==> config.mk <==
export PLATFORM = sky130hd
export DESIGN_NAME = aou_sequencer
export DESIGN_NICKNAME = d
export VERILOG_FILES = /design/src/rtl/aou_pkg.sv /design/src/rtl/aou_sequencer.sv
export SDC_FILE = /design/constraint.sdc
export NUM_CORES = 1
export LEC_CHECK = 0
export CAP_MARGIN = 0
export CORE_MARGIN = 5
export CORE_UTILIZATION = 49
export CTS_BUF_LIST = sky130_fd_sc_hd__clkbuf_8
export CTS_CLUSTER_SIZE = 24
export DETAILED_ROUTE_END_ITERATION = 7
export PLACE_DENSITY_LB_ADDON = 0.15
export RECOVER_POWER = 50
export SYNTH_ARGS = -nofsm -noshare
export SYNTH_HDL_FRONTEND = slang
export SYNTH_SLANG_ARGS = --single-unit
==> constraint.sdc <==
create_clock -name clk -period 3.1 [get_ports clk]
set_clock_uncertainty 0.15 [all_clocks]
set_input_delay 0.465 -clock clk [delete_from_list [all_inputs] [get_ports clk]]
set_output_delay 0.465 -clock clk [all_outputs]
set_load 0.03 [all_outputs]
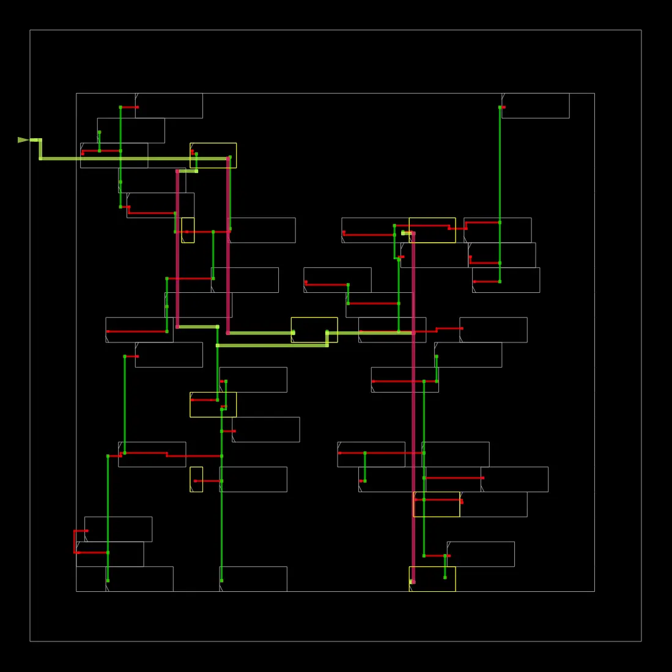
(images/final_clocks.png)
CTS Sinks: 36
TritonCTS buffer count: 5
power of the clock network: 0.328 mW
clk_lat worst skew: 0.29 ns

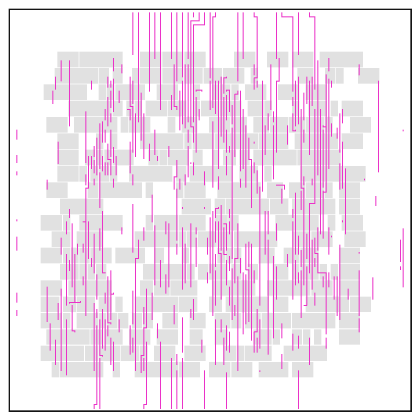
(images/met2.png)
Scale: 6 px per um.
share of all routed wire	49%
main direction	vertical
DRT Wirelength: 3920 um
routed vias: 1507

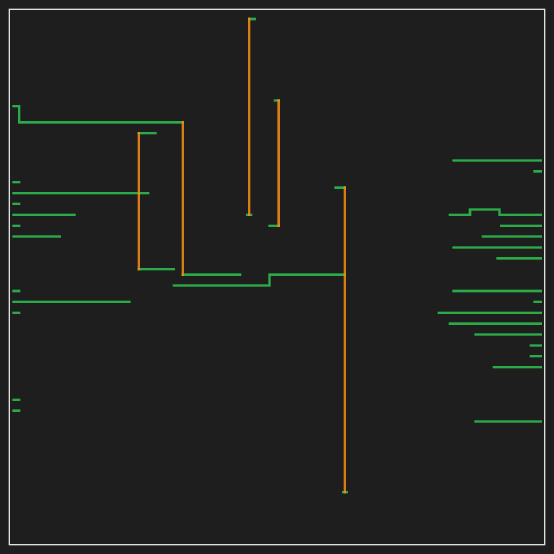
(images/metal_stack.png)
Scale: 8 px per um. Only two layers are drawn.
colour	layer	wire length
orange	met4	114 um
green	met3	226 um
GRT Util Overall: 0.194
drt wl/cell: 13.7 um

==> impl_metrics.csv <==
group,metric,value,unit
outcome,outcome,"finished, final reports clean",
placement,place_area,0.00218,mm^2
global_routing,grt_pass1_vias,1487,
timing,hold_viol,0,
layout,fin_util,0.736,
timing,setup_viol,0,
drt,avgViaCountPerCell,5.27,
layout,n_antenna_cell,0,
clock_tree,htreeDepth,2,
synthesis,synth_seq_share,0.457,
setup_path,path_buffers,2,
placement,place_hpwl,2910,um
global_routing,gr-total-overflow,0,
global_routing,antenna_found_initial,0,
flow_run,cap_violations,0,
layout,drive_gt1_frac,0.0372,
setup_path,start_kind,"input pin",
setup_path,path_depth,6,
timing,slew_headroom,0.382,
synthesis,async_flop_share,0,
pwr,peakVddDrop,0.000281,V
setup_path,required,3.17,ns
layout,final_cells,286,
setup_path,path_delay_family,"buffers and inverters",
placement,dp_cells,278,
timing,timing.fmax,429,MHz
setup_path,crit_path_max_incr_delay,0.70,ns
setup_path,crit_path_top_delay_cell,"clkbuf_1",
setup_path,critPathKind,"input pin to register",
timing,finalCriticalPeriod,2.33,ns
drt,drc,0,
clock_tree,cts-resized-gates,0,
synthesis,synthTopCellsByCount,"36 x dfxtp_1, 29 x nand2_1, 20 x nor2_1",
die,die_area,0.00445,mm^2
setup_path,arrival,2.40,ns
global_routing,grt_pass1_wl,6560,um
pwr,design_power_total,1.05,mW
global_routing,grt_start_max_net_pins,23,
synthesis,ys_ff,36,
clock_tree,clockBufferDepth,2,
setup_path,worstPathCellList,"dlygate4sd3_1, or3b_1, clkbuf_1, nand2_1, mux2_1, nor2_1",
timing,fin_setup_tns,0,ns
timing,rsz0062_at_grt,"no",
synthesis,ys_cells,186,
synthesis,synth.largest_area_cell,"dfxtp_1",
flow_run,warnings,27,
synthesis,ys_area,0.00158,mm^2
worst_hold_path,hold_depth,2,
synthesis,synth.avg_cell_area,8.48,um^2
synthesis,synth_area,0.00158,mm^2
timing,tightest_slew,0.927,ns
clock_tree,cts_hold_buffers,0,
synthesis,synthFlopType,"dfxtp_1",
synthesis,most_common_cell,"dfxtp_1",
drt,ant_nets,0,
die,die_height,66.7,um
clock_tree,cts.clk_slew.worst_paths,0.07,ns
die,core,0.00308,mm^2
[power by group]
part	switching, mW	internal (mW)	total, mW	leakage, nW
registers	0.0164	0.486	0.502	0.294
clock network	0.154	0.174	0.328	0.0538
logic	0.122	0.0936	0.215	0.509
total	0.292	0.754	1.05	0.857
[cells in the final DEF (no fill, tap or decap)]
master	Yosys	routed
a31oi_1	1	1
nor3_1	7	7
nand2b_1	1	1
nand3b_1	1	1
nor4b_1	2	2
nand3_1	3	3
a31o_1	1	1
nor3b_1	2	1
a2bb2oi_1	1	1
a21o_1	1	1
clkbuf_1	7	2
and3_1	1	1
nor3b_2	0	1
and3b_1	2	2
o2111ai_1	8	8
or3_1	1	1
o211a_1	1	1
inv_1	4	6
xnor2_1	3	3
clkbuf_8	0	6
nor2b_1	2	2
or3b_1	2	2
a211oi_1	3	3
o21ai_0	1	1
clkdlybuf4s50_1	0	46
nand4_1	4	4
nand2_1	29	29
a21oi_1	16	16
ha_1	3	3
xor2_1	4	4
mux2_1	1	1
o31ai_1	8	8
o21a_1	1	1
dlygate4sd3_1	0	12
dfxtp_1	36	36
and2_1	1	1
buf_4	0	2
nor2_1	20	20
and2b_1	1	1
[layout make-up]
cell class / count / area, um^2
Clock inverter: 2 / 7.51
Sequential cell: 36 / 721
Fill cell: 257 / 813
Multi-Input combinational cell: 132 / 781
Timing Repair Buffer: 62 / 603
Clock buffer: 6 / 82.6
Tap cell: 44 / 55.1
Inverter: 4 / 15.0
[per-stage QoR]
stage          worst slack, ns  hold slack, ns
2_1_floorplan             1.34           0.318
5_1_grt                  0.632           0.320
6_report                 0.772           0.300
4_1_cts                  0.772           0.306
3_3_place_gp             0.796           0.292
3_5_place_dp             0.724           0.297
[kinds of logic (layout without fill, tap and decap cells)]
family                     Yosys count  in the layout  share of synthesized area
AOI/OAI and AO/OA                   42             42                      0.182
xor gates and xnor gates             7              7                     0.0389
and+or+nand+nor                     79             79                      0.240
buffers and inverters               18             74                     0.0515
muxes                                1              1                    0.00714
adders and majority gates            3              3                     0.0238
DFF                                 36             36                      0.457
[metal layers]
metal,up-vias,track usage,wire (um)
li1,765,-,-
met1,693,0.209,1660
met2,38,0.335,1910
met3,11,0.0540,226
met4,0,0.114,114
met5,-,0,0
[worst reg2reg max path: stages (launching register included)]
cell and delay [ns]:
dfxtp_1 0.47, and2b_1 0.23, nand3_1 0.49, a21o_1 0.44, o31ai_1 0.28
Power figures rest on the tool's default switching activity, not on a simulated workload.
